$ cat src/rtl/imem_writer_if.sv
// Byte-stream loader bus: byte handshake in, instruction RAM write port and load status out.
interface imem_writer_if #(
  parameter int WORD_SIZE = 32
);
  logic                 start;
  logic [31:0]          word_count;
  logic [7:0]           byte_in;
  logic                 byte_valid;
  logic                 byte_ready;
  logic                 mem_we;
  logic [31:0]          mem_addr;
  logic [WORD_SIZE-1:0] mem_wdata;
  logic                 busy;
  logic                 done;
  logic                 error;
  logic                 cpu_hold;

  modport master (
    output start, word_count, byte_in, byte_valid,
    input  byte_ready, mem_we, mem_addr, mem_wdata, busy, done, error, cpu_hold
  );

  modport slave (
    input  start, word_count, byte_in, byte_valid,
    output byte_ready, mem_we, mem_addr, mem_wdata, busy, done, error, cpu_hold
  );
endinterface

$ cat src/rtl/imem_writer.sv
// Assembles a little-endian byte stream into words and writes them to instruction RAM,
// holding the CPU in reset until the image is loaded. Optional trailing checksum: IMEM_WRITER_CHECKSUM_EN.
module imem_writer #(
  parameter int SIZE      = 256,
  parameter int WORD_SIZE = 32
) (
  input logic           clk,
  input logic           rst_n,
  imem_writer_if.slave  bus
);

  localparam int BPW   = WORD_SIZE / 8;
  localparam int CNT_W = (BPW > 1) ? $clog2(BPW) : 1;

  typedef enum logic [2:0] {
    IDLE,
    COLLECT,
    WRITE,
`ifdef IMEM_WRITER_CHECKSUM_EN
    CHECK,
`endif
    DONE
  } state_t;

  state_t           state;
  logic [CNT_W-1:0] byte_cnt;
  logic [31:0]      words_q;
  logic             accept;
  logic             last_word;

  assign accept    = bus.byte_valid && bus.byte_ready;
  assign last_word = (bus.mem_addr == words_q - 32'd1);

`ifdef IMEM_WRITER_CHECKSUM_EN
  logic [7:0] sum_q;
  logic [7:0] sum_next;
  assign sum_next = sum_q + bus.byte_in;
`endif

  always_ff @(posedge clk) begin
    if (!rst_n) begin
      state          <= IDLE;
      byte_cnt       <= '0;
      words_q        <= '0;
      bus.byte_ready <= 1'b0;
      bus.mem_we     <= 1'b0;
      bus.mem_addr   <= '0;
      bus.mem_wdata  <= '0;
      bus.busy       <= 1'b0;
      bus.done       <= 1'b0;
      bus.error      <= 1'b0;
      bus.cpu_hold   <= 1'b1;
`ifdef IMEM_WRITER_CHECKSUM_EN
      sum_q          <= '0;
`endif
    end else begin
      case (state)
        IDLE, DONE: begin
          if (bus.start) begin
            words_q      <= bus.word_count;
            bus.mem_addr <= '0;
            byte_cnt     <= '0;
            bus.error    <= 1'b0;
            bus.cpu_hold <= 1'b1;
`ifdef IMEM_WRITER_CHECKSUM_EN
            sum_q        <= '0;
`endif
            // Empty and oversized images finish on the start edge itself.
            if (bus.word_count == 32'd0) begin
              state        <= DONE;
              bus.done     <= 1'b1;
              bus.busy     <= 1'b0;
              bus.cpu_hold <= 1'b0;
            end else if (bus.word_count > 32'(SIZE)) begin
              state     <= DONE;
              bus.done  <= 1'b1;
              bus.busy  <= 1'b0;
              bus.error <= 1'b1;
            end else begin
              state          <= COLLECT;
              bus.done       <= 1'b0;
              bus.busy       <= 1'b1;
              bus.byte_ready <= 1'b1;
            end
          end
        end

        COLLECT: begin
          if (accept) begin
            for (int k = 0; k < BPW; k++) begin
              if (byte_cnt == CNT_W'(k)) bus.mem_wdata[8*k +: 8] <= bus.byte_in;
            end
`ifdef IMEM_WRITER_CHECKSUM_EN
            sum_q <= sum_next;
`endif
            if (byte_cnt == CNT_W'(BPW - 1)) begin
              state          <= WRITE;
              bus.byte_ready <= 1'b0;
              bus.mem_we     <= 1'b1;
            end else begin
              byte_cnt <= byte_cnt + 1'b1;
            end
          end
        end

        WRITE: begin
          bus.mem_we <= 1'b0;
          if (last_word) begin
`ifdef IMEM_WRITER_CHECKSUM_EN
            state          <= CHECK;
            bus.byte_ready <= 1'b1;
`else
            state        <= DONE;
            bus.done     <= 1'b1;
            bus.busy     <= 1'b0;
            bus.cpu_hold <= 1'b0;
`endif
          end else begin
            state          <= COLLECT;
            bus.mem_addr   <= bus.mem_addr + 32'd1;
            byte_cnt       <= '0;
            bus.byte_ready <= 1'b1;
          end
        end

`ifdef IMEM_WRITER_CHECKSUM_EN
        // The checksum byte makes the running byte sum wrap to zero on a good image.
        CHECK: begin
          if (accept) begin
            state          <= DONE;
            bus.byte_ready <= 1'b0;
            bus.done       <= 1'b1;
            bus.busy       <= 1'b0;
            bus.error      <= (sum_next != 8'd0);
            bus.cpu_hold   <= (sum_next != 8'd0);
          end
        end
`endif

        default: state <= IDLE;
      endcase
    end
  end

endmodule
$ cat src/flat_wrapper.sv
// flat-port wrapper written by rule: the top's interface ports become plain ports
module imem_writer_flat 
#(
  parameter int SIZE      = 256,
  parameter int WORD_SIZE = 32
)
  (clk, rst_n, bus_start, bus_word_count, bus_byte_in, bus_byte_valid, bus_byte_ready, bus_mem_we, bus_mem_addr, bus_mem_wdata, bus_busy, bus_done, bus_error, bus_cpu_hold);
  imem_writer_if #(.WORD_SIZE(WORD_SIZE)) bus_i ();
  input logic clk;
  input logic rst_n;
  input wire logic [$bits(bus_i.start)-1:0] bus_start;
  input wire logic [$bits(bus_i.word_count)-1:0] bus_word_count;
  input wire logic [$bits(bus_i.byte_in)-1:0] bus_byte_in;
  input wire logic [$bits(bus_i.byte_valid)-1:0] bus_byte_valid;
  output wire logic [$bits(bus_i.byte_ready)-1:0] bus_byte_ready;
  output wire logic [$bits(bus_i.mem_we)-1:0] bus_mem_we;
  output wire logic [$bits(bus_i.mem_addr)-1:0] bus_mem_addr;
  output wire logic [$bits(bus_i.mem_wdata)-1:0] bus_mem_wdata;
  output wire logic [$bits(bus_i.busy)-1:0] bus_busy;
  output wire logic [$bits(bus_i.done)-1:0] bus_done;
  output wire logic [$bits(bus_i.error)-1:0] bus_error;
  output wire logic [$bits(bus_i.cpu_hold)-1:0] bus_cpu_hold;
  assign bus_i.start = bus_start;
  assign bus_i.word_count = bus_word_count;
  assign bus_i.byte_in = bus_byte_in;
  assign bus_i.byte_valid = bus_byte_valid;
  assign bus_byte_ready = bus_i.byte_ready;
  assign bus_mem_we = bus_i.mem_we;
  assign bus_mem_addr = bus_i.mem_addr;
  assign bus_mem_wdata = bus_i.mem_wdata;
  assign bus_busy = bus_i.busy;
  assign bus_done = bus_i.done;
  assign bus_error = bus_i.error;
  assign bus_cpu_hold = bus_i.cpu_hold;
  imem_writer #(.SIZE(SIZE), .WORD_SIZE(WORD_SIZE)) u_core (.clk(clk), .rst_n(rst_n), .bus(bus_i));
endmodule
$ cat config.mk
export PLATFORM = sky130hd
export DESIGN_NAME = imem_writer_flat
export DESIGN_NICKNAME = d
export VERILOG_FILES = /design/src/rtl/imem_writer_if.sv /design/src/rtl/imem_writer.sv /design/src/flat_wrapper.sv
export SDC_FILE = /design/constraint.sdc
export NUM_CORES = 1
export LEC_CHECK = 0
export ABC_AREA = 0
export CORE_ASPECT_RATIO = 1.1
export CORE_MARGIN = 2
export CORE_UTILIZATION = 57
export DETAILED_ROUTE_END_ITERATION = 10
export PLACE_DENSITY = 0.86
export SLEW_MARGIN = 5
export SYNTH_ARGS = -nofsm -noshare
export SYNTH_HDL_FRONTEND = slang
export SYNTH_SLANG_ARGS = --single-unit
export TNS_END_PERCENT = 20
$ cat constraint.sdc
create_clock -name clk -period 7.52 [get_ports clk]
set_input_delay 1.504 -clock clk [delete_from_list [all_inputs] [get_ports clk]]
set_output_delay 1.504 -clock clk [all_outputs]
set_load 0.02 [all_outputs]
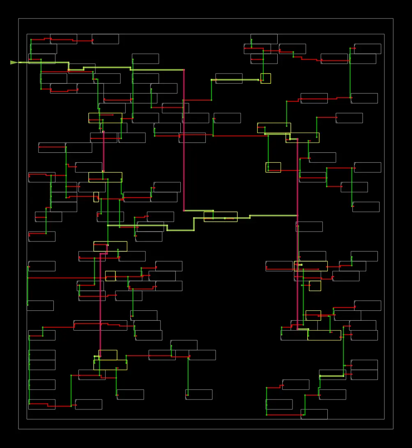
(run_1/final_clocks.png)
clk_skew: 0.00887 ns
clock group power: 0.465 mW

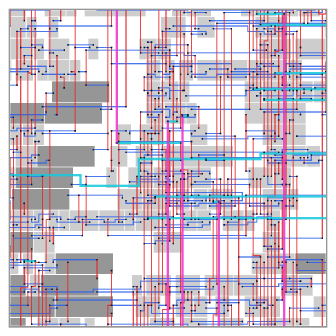
(run_1/zoom.png)
Window x 32 to 72, y 37 to 77 um. Cells in gray, sequential cells in the stronger gray; small squares are vias.
| color | layer |
|---|---|
| red | met2 |
| magenta | met4 |
| cyan | met3 |
| blue | met1 |
cells with their middle in the window: 115
most frequent: nand2_1 (18), dfxtp_1 (11), nor3_1 (7)
netlist names of flops here include: `u_core.words_q` (10), `u_core.bus.mem_addr` (1)
sequential cells in the window: 11

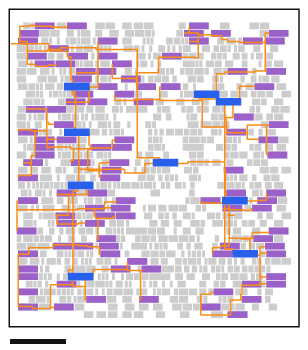
(run_1/clock_map.png)
Bar = 20 um.
[purple] flip-flops | count: 106
[orange] clock wires | length: 1,250 um
[blue] cells driving clock nets | count: 9
flops lie: spread over the die
routed clock nets: 10
clk latency late pin: 0.35 ns
Clock power frac: 22.6%

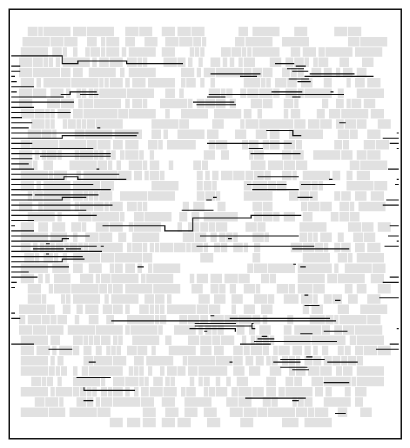
(run_1/met3.png)
share of all routed wire: 8.0%
wire length on this layer: 1,390 um
nets with wire on the layer: 120
met3 GRT Util: 8.28%
total wire length: 17,300 um
total number of vias: 6,061

==> qor.txt, run 1 <==
vias in the first global route: 5,853
initial antenna violation count: 0
cell area after synthesis: 6170 um^2
Ant. Diodes: 0
DRT Pass-1 Iters: 5
DIE WIDTH: 103 um
WP data arrival: 4.89 ns
core area: 10,400 um^2
Reg area: 2120 um^2
Yosys top cell by area: dfxtp_1
RePlAce Congestion: 0.932
Root Buffer: clkbuf_16
Yosys cell types: 62
Internal: 1.20 mW
crit path DRT: 7.81 ns
Hold-fix buffers, CTS: 0
I/O pins: 114
placement row count: 39
ys flops: 106
tool warnings: 31
global-route wire length before repair: 28,500 um
CTS H-tree lvls: 3
FILL cells: 866
hold path startpoint: u_core.bus.mem_wdata[24]$_SDFFE_PN0P_
DRC Markers: 0
AO/OA Area Share: 22.4%
CTS tree: yes
adder share: 1.83%
Worst R2R Setup Slack: 3.69 ns
FP Util: 59.1%
sw power: 0.854 mW
worst-path maximum fanout: 34
clock tree buffer depth: 2
cycle use final: 61.1%
Post-synth EDFFs: 0
worst r2r path cells: 8
RSZ-0062 raised after global routing: no
Hold EP: u_core.bus.mem_wdata[24]$_SDFFE_PN0P_
Leak Pwr: 2.59 nW
main area contributors: dfxtp_1 34%, nand2_1 10%, a21boi_0 7.8%, xnor2_1 3.1%, or4_1 2.8%
yosys xor share: 5.82%
number of buffers and inverters on the critical path: 1
syn nets: 826
outcome: finished clean
total CTS buffers: 9
Seq share, synth: 34.4%
Synth-to-Final Area Change: 22.7%
VDD IR max: 0.238 mV
Sink Count: 106
yosys cell count: 773
min Tclk post-route: 4.59 ns
YS warnings: 0
yosys synthesis chip area: 6170 um^2
Tot GR Track Use: 30.9%
die area: 11,700 um^2
dominant logic cell type in the layout: nand2_1
asr flop ratio synth: 0%
port buffer count: 113
Crit path max-delay family: simple AND/OR/NAND/NOR gates
initial DRC count: 295
MaxCap Viol Count: 0
post-route setup TNS: 0 ns
Slew headroom: 26.6%
Least-Margin Pin Slew: 1.10 ns
Slowest cell on crit path: and2_1
DP Wirelength: 13,100 um
worst min path class: reg2reg
layout cells sized above 1: 6.64%
slowest stage delay, CP: 0.89 ns
critical path cell sequence: clkdlybuf4s50_1, and2_1, a21oi_1, nor2_1, nand2_1, or4_1, nand2_1
Crit path top cell by count: nand2_1
Dominant Register Cell: dfxtp_1
Power Dens Cells: 272 nW/um^2
Final Setup Violations: 0
hold depth: 2
Gate power share: 42.7%
Logic family by area: simple AND/OR/NAND/NOR gates
and+or+nand+nor area frac: 30.4%
post-synth top area share: 34.4%
total gr overflow: 0
WS Path Type: in2reg
Synth Area per Inst: 7.98 um^2
vias per cell: 6.05
WHS: 0.462 ns
element type at the critical path end: flip-flop
post-CTS sizing: 0
area fraction in mux cells: 0.487%
r2r endpoint: u_core.bus.mem_addr[9]$_SDFFE_PN0P_
RR Startpoint: u_core.state[0]$_SDFFE_PN0P_
gate count of the mapped netlist: 773
final hold violations: 0
Logic cell area: 3760 um^2
Final ANT Viol Nets: 0
nets@finish: 906
Seq pwr share: 34.7%
FMAX: 0.218 GHz
Max Slew Vio Count: 0
Clock transition at path regs: 0.07 ns
worst setup path start: bus_start
Startpoint Class: primary input
largest net degree at the start of global routing: 67
Finished Core Util: 72.5%
Die Span Y: 113 um
post-CTS setup repair buffer count: 0
Top cells excl fill/tap: 167 x nand2_1, 112 x clkdlybuf4s50_1, 106 x dfxtp_1
Sw Share: 41.5%
wire length per cell: 17.3 um
[run 1: final cells by class]
| cell class | instances | share of cell area [%] |
|---|---|---|
| inverters | 16 | 0.794 |
| repair buffers | 117 | 15.3 |
| clock inverters | 5 | 0.612 |
| multi-input cells | 603 | 49.7 |
| clock buffers | 11 | 3.21 |
| flip-flops and latches | 106 | 28.0 |
| well taps | 143 | 2.36 |
[run 1: state kept, by name, indices dropped and copies added, names as in the netlist]
name,count
u_core.bus.busy,1
u_core.bus.byte_ready,1
u_core.bus.cpu_hold,1
u_core.bus.done,1
u_core.bus.error,1
u_core.bus.mem_addr,32
u_core.bus.mem_wdata,32
u_core.bus.mem_we,1
u_core.byte_cnt,2
u_core.state,2
u_core.words_q,32
[run 1: logic make-up (layout without fill, tap and decap cells)]
group	after synthesis	count (layout)
adders and majority gates	9	9
and+or+nand+nor	358	358
AOI/OAI and AO/OA	192	192
DFF	106	106
muxes	3	3
xor gates and xnor gates	41	41
buffers and inverters	64	149
[run 1: metal layers]
layer | part of all wire [%] | routed length, um | track usage [%] | vias to the layer above
met5 | 0 | 0 | 0 | -
met4 | 2.7 | 464 | 12.5 | 0
met3 | 8.0 | 1390 | 8.28 | 30
met2 | 48 | 8370 | 51.2 | 217
met1 | 41 | 7070 | 37.8 | 2858
li1 | - | - | - | 2956
[run 1: cells in the mapped netlist, types with 5 or more instances]
cell / n
nand3_1: 24
o21ai_1: 6
and3_1: 11
buf_2: 8
nand2_1: 167
or3_1: 10
and2_1: 9
a21oi_1: 25
xor2_1: 19
o31ai_1: 15
a21oi_2: 11
or4_1: 23
inv_1: 16
and4_1: 5
or2_2: 7
dfxtp_1: 106
o21a_1: 5
xnor2_1: 22
o211ai_1: 10
o41ai_1: 7
o21ai_0: 15
nor2_1: 27
nor4_1: 11
clkbuf_1: 35
nand4_1: 16
nor3_1: 18
a21boi_0: 64
ha_1: 9
buf_6: 5
[run 1: power groups by stage]
stage               Sequential (mW)  Combinational (mW)  Clock, mW
global placement              0.720               0.849          0
floorplan                     0.704               0.657          0
CTS                           0.711               0.872      0.466
finish                        0.715               0.878      0.465
global route                  0.724               0.972      0.492
detailed placement            0.724               0.868          0
[run 1: stage by stage]
stage	setup WS, ns	instances	power (mW)	cell area [um^2]
finish	2.93	1001	2.06	7570
global route	2.57	1001	2.19	7570
CTS	2.99	1001	2.05	7570
detailed placement	2.65	985	1.59	7280
global placement	2.79	985	1.57	7280
floorplan	4.45	773	1.36	6170
[run 1: tightest hold or removal path: cells and delay by family, from the launching register on]
| family | cells | cell delay [ns] |
|---|---|---|
| DFF | 1 | 0.31 |
| AOI/OAI and AO/OA | 1 | 0.06 |
| and+or+nand+nor | 1 | 0.04 |
[run 1: worst max path at each step]
stage,endpoint,depth (start not counted)
2_1_floorplan,u_core.bus.mem_addr[26]$_SDFFE_PN0P_,11
3_3_place_gp,u_core.bus.mem_addr[17]$_SDFFE_PN0P_,7
3_5_place_dp,u_core.bus.mem_addr[9]$_SDFFE_PN0P_,7
4_1_cts,u_core.bus.mem_addr[9]$_SDFFE_PN0P_,7
5_1_grt,u_core.bus.mem_addr[17]$_SDFFE_PN0P_,7
6_report,u_core.bus.mem_addr[9]$_SDFFE_PN0P_,7
==> run 2, diff against run 1 <==
--- a/config.mk
+++ b/config.mk
@@ -8,9 +8,9 @@
 export ABC_AREA = 0
 export CORE_ASPECT_RATIO = 1.1
 export CORE_MARGIN = 2
-export CORE_UTILIZATION = 57
+export CORE_UTILIZATION = 48
 export DETAILED_ROUTE_END_ITERATION = 10
-export PLACE_DENSITY = 0.86
+export PLACE_DENSITY = 0.77
 export SLEW_MARGIN = 5
 export SYNTH_ARGS = -nofsm -noshare
 export SYNTH_HDL_FRONTEND = slang
==> constraint.sdc (replaced) <==
create_clock -name clk -period 4.1 [get_ports clk]
set_input_delay 0.82 -clock clk [delete_from_list [all_inputs] [get_ports clk]]
set_output_delay 0.82 -clock clk [all_outputs]
set_load 0.02 [all_outputs]
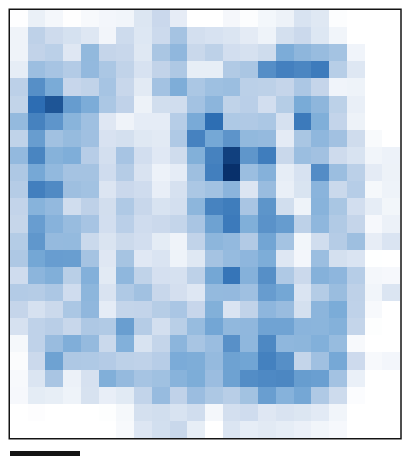
(run_2/wire_density.png)
Bar = 20 um. The die is cut into 22 by 25 equal tiles; white is low, dark blue is high, scaled to the fullest tile. Values are wire area over tile area, all layers added.
tiles over half the peak: 12%
nearly empty tiles: 10%
mean over tiles: 0.21
fullest tile: 0.73
wire length per cell: 17.2 um
total wire length: 17,600 um
Tot GR Track Use: 25.4%
total number of vias: 6,057

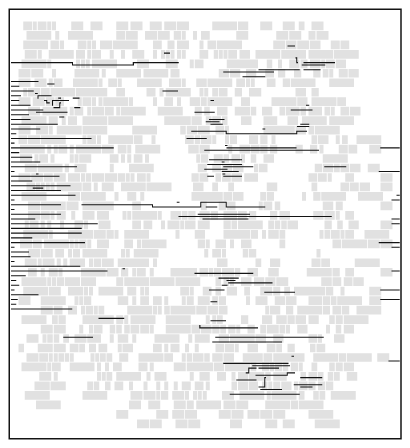
(run_2/met3.png)
nets with wire on the layer: 121
longest straight run: 43.7 um
share of all routed wire: 6.7%
met3 GRT Util: 5.53%

==> qor.txt, run 2 <==
outcome: finished clean (unchanged)
final hold violations: 0 (unchanged)
VDD IR max: 0.404 mV (was 0.238 mV)
MaxCap Viol Count: 0 (unchanged)
dominant logic cell type in the layout: nand2_1 (unchanged)
vias in the first global route: 5,781 (was 5,853)
Hold-fix buffers, CTS: 0 (unchanged)
placed cells: 1,004 (was 985)
Die Span Y: 123 um (was 113 um)
syn nets: 826 (unchanged)
I/O pins: 114 (unchanged)
yosys cell count: 773 (unchanged)
Crit path max-delay family: simple AND/OR/NAND/NOR gates (unchanged)
Leak Pwr: 2.62 nW (was 2.59 nW)
ys flops: 106 (unchanged)
FP Util: 49.0% (was 59.1%)
slowest stage delay, CP: 0.68 ns (was 0.89 ns)
die area: 13,800 um^2 (was 11,700 um^2)
post-route setup TNS: 0 ns (unchanged)
Ant. Diodes: 0 (unchanged)
gate count of the mapped netlist: 773 (unchanged)
number of buffers and inverters on the critical path: 1 (unchanged)
clk_skew: 0.00929 ns (was 0.00887 ns)
crit path DRT: 4.33 ns (was 7.81 ns)
DRC Markers: 0 (unchanged)
global-route wire length before repair: 28,500 um (about the same)
YS warnings: 0 (unchanged)
cell area after synthesis: 6170 um^2 (unchanged)
element type at the critical path end: flip-flop (unchanged)
initial antenna violation count: 0 (unchanged)
FMAX: 0.300 GHz
Final ANT Viol Nets: 0 (unchanged)
clock tree buffer depth: 2 (unchanged)
placement row count: 43 (was 39)
RePlAce Congestion: 0.908 (was 0.932)
FILL cells: 1,130 (was 866)
largest net degree at the start of global routing: 64 (was 67)
RSZ-0062 raised after global routing: no (unchanged)
DIE WIDTH: 112 um (was 103 um)
Slowest cell on crit path: or4_1 (was and2_1)
CTS H-tree lvls: 3 (unchanged)
initial DRC count: 377 (was 295)
Slew headroom: 43.3% (was 26.6%)
critical path cell sequence: inv_1, ha_1, or3b_2, nor4_1, o211a_1, o22ai_1, or4_4, or4_1, a21oi_1, o211ai_1 (was clkdlybuf4s50_1, and2_1, a21oi_1, nor2_1, nand2_1, or4_1, nand2_1)
clk latency late pin: 0.36 ns (was 0.35 ns)
worst min path class: reg2reg (unchanged)
post-synth top area share: 34.4% (unchanged)
biggest regs: u_core.bus.mem_addr: 32 flops, u_core.bus.mem_wdata: 32 flops, u_core.words_q: 32 flops (unchanged)
asr flop ratio synth: 0% (unchanged)
DP Wirelength: 13,200 um (was 13,100 um)
WS Path Type: reg2reg (was in2reg)
Final Setup Violations: 0 (unchanged)
Placed Area: 7350 um^2 (was 7280 um^2)
Synth-to-Final Area Change: 23.8% (was 22.7%)
Max Slew Vio Count: 0 (unchanged)
post-CTS sizing: 0 (unchanged)
nets@finish: 911 (was 906)
port buffer count: 113 (unchanged)
min Tclk post-route: 3.34 ns
WP data arrival: 3.57 ns (was 4.89 ns)
tool warnings: 31 (unchanged)
DRT Pass-1 Iters: 5 (unchanged)
main area contributors: dfxtp_1 34%, nand2_1 10%, a21boi_0 7.8%, xnor2_1 3.1%, or4_1 2.8% (unchanged)
Root Buffer: clkbuf_16 (unchanged)
yosys synthesis chip area: 6170 um^2 (unchanged)
post-CTS setup repair buffer count: 0 (unchanged)
total gr overflow: 0 (unchanged)
Post-synth EDFFs: 0 (unchanged)
Synth Area per Inst: 7.98 um^2 (unchanged)
most frequent cell after synthesis: nand2_1 (unchanged)
cycle use final: 81.4%
CTS tree: yes (unchanged)
Least-Margin Pin Slew: 0.843 ns (was 1.10 ns)
layout cells sized above 1: 7.30% (was 6.64%)
Startpoint Class: flip-flop (was primary input)
worst-path maximum fanout: 6 (was 34)
Non-Filler Cell Area, Final: 7640 um^2 (was 7570 um^2)
vias per cell: 5.94 (was 6.05)
Yosys top cell by area: dfxtp_1 (unchanged)
Yosys cell types: 62 (unchanged)
synth cell count leaders: 167 x nand2_1, 106 x dfxtp_1, 64 x a21boi_0, 35 x clkbuf_1, 27 x nor2_1 (unchanged)
total CTS buffers: 9 (unchanged)
Dominant Register Cell: dfxtp_1 (unchanged)
==> run 2: metrics by stage <==
stage,power (mW),utilization (%),hold WS (ns)
finish,3.84,60.7,0.467
floorplan,2.50,-,0.455
CTS,3.84,60.7,0.471
global placement,2.95,58.3,0.451
detailed placement,2.97,58.3,0.459
global route,4.09,60.7,0.494
==> run 2: power breakdown <==
part | internal, mW | total [mW] | switching, mW
combinational | 0.661 | 1.66 | 0.999
clock | 0.430 | 0.872 | 0.442
sequential | 1.14 | 1.31 | 0.171
total | 2.23 | 3.84 | 1.61
==> run 2: final timing paths <==
check | slack (ns) | depth (start not counted) | to | startpoint
setup reg to reg | 0.76 | 10 | u_core.bus.cpu_hold$_SDFFE_PN1P_ | u_core.words_q[0]$_SDFFE_PN0P_
hold / removal | 0.47 | 2 | u_core.bus.mem_wdata[31]$_SDFFE_PN0P_ | u_core.bus.mem_wdata[31]$_SDFFE_PN0P_
setup / recovery | 0.76 | 10 | u_core.bus.cpu_hold$_SDFFE_PN1P_ | u_core.words_q[0]$_SDFFE_PN0P_
hold reg to reg | 0.47 | 2 | u_core.bus.mem_wdata[31]$_SDFFE_PN0P_ | u_core.bus.mem_wdata[31]$_SDFFE_PN0P_
==> run 2: area by class of cell <==
type	count	area (um^2)	area share [%]
clock inverters	7	66.3	0.868
multi-input cells	603	3760	49.2
well taps	157	196	2.57
repair buffers	122	1210	15.8
clock buffers	9	225	2.95
flip-flops and latches	106	2120	27.8
inverters	16	60.1	0.786
==> run 2: layer usage <==
layer	track usage, %	part of all wire [%]	wire length (um)	up-vias
li1	-	-	-	2958
met1	31.5	43	7540	2859
met2	43.6	49	8600	214
met3	5.53	6.7	1180	26
met4	9.45	1.5	263	0
met5	0	0	0	-
==> run 2: logic make-up (layout without fill, tap and decap cells) <==
| logic type | count (synthesis) | after routing | share of synthesized area (%) |
|---|---|---|---|
| buf+inv | 64 | 154 | 4.67 |
| compound gates | 192 | 192 | 22.4 |
| flops | 106 | 106 | 34.4 |
| mux | 3 | 3 | 0.487 |
| simple gates | 358 | 358 | 30.4 |
| fa+ha+maj | 9 | 9 | 1.83 |
| xor+xnor | 41 | 41 | 5.82 |
==> run 2: tightest hold or removal path: stages (launching register included) <==
cell and delay, ns:
dfxtp_1 0.31, nand2_1 0.04, a21boi_0 0.06
==> run 3, diff against run 2 <==
--- a/config.mk
+++ b/config.mk
@@ -8,9 +8,9 @@
 export ABC_AREA = 0
 export CORE_ASPECT_RATIO = 1.1
 export CORE_MARGIN = 2
-export CORE_UTILIZATION = 48
+export CORE_UTILIZATION = 53
 export DETAILED_ROUTE_END_ITERATION = 10
-export PLACE_DENSITY = 0.77
+export PLACE_DENSITY = 0.81
 export SLEW_MARGIN = 5
 export SYNTH_ARGS = -nofsm -noshare
 export SYNTH_HDL_FRONTEND = slang
==> constraint.sdc (replaced) <==
create_clock -name clk -period 3.1 [get_ports clk]
set_input_delay 0.62 -clock clk [delete_from_list [all_inputs] [get_ports clk]]
set_output_delay 0.62 -clock clk [all_outputs]
set_load 0.02 [all_outputs]
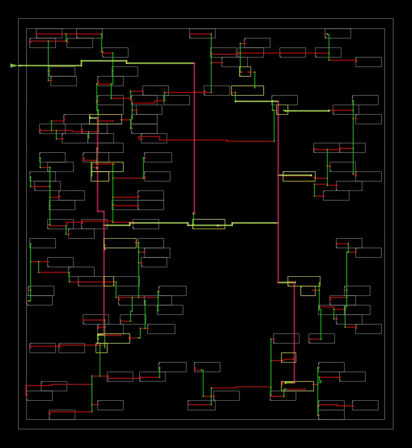
(run_3/final_clocks.png)
total CTS buffers: 9
Seq cells: 106
clk latency late pin: 0.36 ns

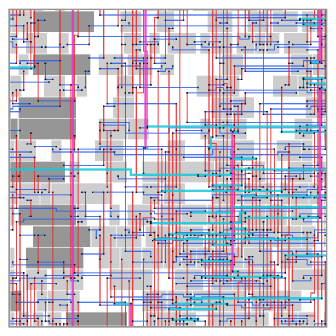
(run_3/zoom.png)
Window x 33 to 73, y 39 to 79 um. Cells in gray, sequential cells in the stronger gray; small squares are vias.
| color | layer |
|---|---|
| blue | met1 |
| red | met2 |
| magenta | met4 |
| cyan | met3 |
cells with their middle in the window: 134
most frequent: buf_4 (19), nand2_1 (17)
sequential cells in the window: 9
netlist names of flops here include: `u_core.words_q` (9)

==> qor.txt, run 3 <==
VDD IR max: 0.633 mV (was 0.404 mV)
Ant. Diodes: 0 (unchanged)
biggest regs: u_core.bus.mem_addr: 32 flops, u_core.bus.mem_wdata: 32 flops, u_core.words_q: 32 flops (unchanged)
cycle use final: 101% (was 81.4%)
vias in the first global route: 6,090 (was 5,781)
Final ANT Viol Nets: 0 (unchanged)
Non-Filler Cell Area, Final: 8160 um^2 (was 7640 um^2)
pre-CTS WS: -0.114 ns (was 0.787 ns)
Post-synth EDFFs: 0 (unchanged)
total number of vias: 6,359 (was 6,057)
initial antenna violation count: 0 (unchanged)
Hold EP: u_core.bus.mem_wdata[11]$_SDFFE_PN0P_ (was u_core.bus.mem_wdata[31]$_SDFFE_PN0P_)
yosys cell count: 773 (unchanged)
WP data arrival: 3.39 ns (was 3.57 ns)
FP Util: 54.2% (was 49.0%)
Startpoint Class: flip-flop (unchanged)
global-route wire length before repair: 30,000 um (was 28,500 um)
final hold violations: 0 (unchanged)
Power Dens Cells: 690 nW/um^2 (was 503 nW/um^2)
die area: 12,500 um^2 (was 13,800 um^2)
port buffer count: 113 (unchanged)
worst r2r path cells: 15 (was 10)
WS Path Type: reg2reg (unchanged)
cell area after synthesis: 6170 um^2 (unchanged)
Synth-to-Final Area Change: 32.3% (was 23.8%)
non-filler cells, final: 1,058 (was 1,020)
Max Slew Vio Count: 0 (unchanged)
gate count of the mapped netlist: 773 (unchanged)
DIE WIDTH: 107 um (was 112 um)
min Tclk post-route: 3.14 ns (was 3.34 ns)
yosys synthesis chip area: 6170 um^2 (unchanged)
hold depth: 2 (unchanged)
worst-path maximum fanout: 15 (was 6)
Clock transition at path regs: 0.08 ns (about the same)
Tot GR Track Use: 30.3% (was 25.4%)
clk_skew: 0.0103 ns (was 0.00929 ns)
DP Wirelength: 13,900 um (was 13,200 um)
main area contributors: dfxtp_1 34%, nand2_1 10%, a21boi_0 7.8%, xnor2_1 3.1%, or4_1 2.8% (unchanged)
CTS tree: yes (unchanged)
RR Startpoint: u_core.words_q[1]$_SDFFE_PN0P_ (was u_core.words_q[0]$_SDFFE_PN0P_)
hold path startpoint: u_core.bus.mem_wdata[11]$_SDFFE_PN0P_ (was u_core.bus.mem_wdata[31]$_SDFFE_PN0P_)
Slew headroom: 36.2% (was 43.3%)
YS warnings: 0 (unchanged)
crit path DRT: 3.36 ns (was 4.33 ns)
layout cells sized above 1: 15.2% (was 7.30%)
Worst R2R Setup Slack: -0.04 ns (was 0.76 ns)
total wire length: 19,200 um (was 17,600 um)
Top cells excl fill/tap: 167 x nand2_1, 112 x clkdlybuf4s50_1, 100 x dfxtp_1 (was 167 x nand2_1, 112 x clkdlybuf4s50_1, 106 x dfxtp_1)
WHS: 0.468 ns (was 0.467 ns)
worst min path class: reg2reg (unchanged)
Final Setup Violations: 1 (was 0)
tool warnings: 32 (was 31)
DRC Markers: 0 (unchanged)
DRT Pass-1 Iters: 5 (unchanged)
Hold-fix buffers, CTS: 0 (unchanged)
core area: 11,400 um^2 (was 12,600 um^2)
syn nets: 826 (unchanged)
Placed Area: 7590 um^2 (was 7350 um^2)
Least-Margin Pin Slew: 0.954 ns (was 0.843 ns)
Seq share, synth: 34.4% (unchanged)
synth cell count leaders: 167 x nand2_1, 106 x dfxtp_1, 64 x a21boi_0, 35 x clkbuf_1, 27 x nor2_1 (unchanged)
Dominant Register Cell: dfxtp_1 (unchanged)
Root Buffer: clkbuf_16 (unchanged)
RSZ-0062 raised after global routing: yes (was no)
Yosys top cell by area: dfxtp_1 (unchanged)
CTS H-tree lvls: 3 (unchanged)
violated checks: negative setup slack
placement row count: 41 (was 43)
Die Span Y: 117 um (was 123 um)
wire length per cell: 18.1 um (was 17.2 um)
final setup margin: -0.0372 ns (was 0.762 ns)
I/O pins: 114 (unchanged)
placed cells: 1,031 (was 1,004)
FMAX: 0.319 GHz (was 0.300 GHz)
r2r endpoint: u_core.bus.mem_addr[17]$_SDFFE_PN0P_ (was u_core.bus.cpu_hold$_SDFFE_PN1P_)
element type at the critical path end: flip-flop (unchanged)
ys flops: 106 (unchanged)
post-synth top area share: 34.4% (unchanged)
total gr overflow: 0 (unchanged)
clock tree buffer depth: 2 (unchanged)
outcome: finished, violations left (was finished clean)
Sink Count: 106 (unchanged)
dominant logic cell type in the layout: nand2_1 (unchanged)
initial DRC count: 454 (was 377)
most frequent cell after synthesis: nand2_1 (unchanged)
-- run 3: where the power goes --
part	switching, mW	total (mW)	leakage, nW	internal (mW)
combinational	1.55	2.77	1.90	1.22
clock	0.565	1.15	0.143	0.585
sequential	0.201	1.71	0.862	1.51
-- run 3: worst max-delay path by stage --
stage	endpoint	cells past startpoint	start
4_1_cts	u_core.bus.mem_addr[21]$_SDFFE_PN0P_	10	u_core.words_q[0]$_SDFFE_PN0P_
2_1_floorplan	u_core.bus.mem_addr[26]$_SDFFE_PN0P_	11	u_core.words_q[0]$_SDFFE_PN0P_
6_report	u_core.bus.mem_addr[17]$_SDFFE_PN0P_	15	u_core.words_q[1]$_SDFFE_PN0P_
3_5_place_dp	u_core.bus.cpu_hold$_SDFFE_PN1P_	10	u_core.words_q[0]$_SDFFE_PN0P_
5_1_grt	u_core.bus.mem_addr[17]$_SDFFE_PN0P_	12	u_core.words_q[0]$_SDFFE_PN0P_
3_3_place_gp	u_core.bus.cpu_hold$_SDFFE_PN1P_	10	u_core.words_q[0]$_SDFFE_PN0P_
-- run 3: cell families after synthesis --
group | synth area share (%)
XOR/XNOR | 5.82
multiplexers | 0.487
AND-OR/OR-AND | 22.4
adder cells (fa/ha/maj) | 1.83
AND/OR/NAND/NOR | 30.4
buffers and inverters | 4.67
flip-flops | 34.4
-- run 3: metal layers --
layer | global-route usage, % | vias to the layer above | wire length (um)
met3 | 6.70 | 37 | 1490
met1 | 37.0 | 3010 | 7820
li1 | - | 3057 | -
met4 | 12.6 | 0 | 476
met5 | 0 | - | 0
met2 | 52.1 | 255 | 9380
-- run 3: metrics by stage --
step           power [mW]  setup TNS (ns)  util (%)
3_3_place_gp         4.15         -0.0159      66.7
4_1_cts              5.39               0      70.1
5_1_grt              5.93          -0.918      71.6
3_5_place_dp         4.21          -0.536      66.7
6_report             5.63         -0.0372      71.6
2_1_floorplan        3.30               0         -
-- run 3: repair_timing --
action | in CTS | in global routing
setup endpoints to repair | 30 | 37
gates resized | 6 | 33
pin swaps | 1 | 17
setup buffers | 2 | 6
gates cloned | 2 | 1
-- run 3: layout make-up --
cell class	instances	area, um^2	share of cell area [%]
clock inverters	6	56.3	0.690
flip-flops and latches	106	2130	26.1
well taps	150	188	2.30
clock buffers	10	239	2.93
repair buffers	167	1590	19.5
multi-input cells	603	3890	47.8
inverters	16	60.1	0.736
-- run 3: worst max-delay path, stage by stage, from the launching register on --
cell	delay [ns]
dfxtp_2	0.32
inv_1	0.06
ha_2	0.18
buf_6	0.11
nor4b_1	0.37
buf_4	0.21
xor2_1	0.06
o32a_1	0.37
a22oi_1	0.22
nand4_1	0.16
buf_4	0.17
nor4_4	0.15
buf_4	0.20
buf_12	0.14
o311ai_0	0.18
o41ai_1	0.13
Power and IR drop assume default switching activity.
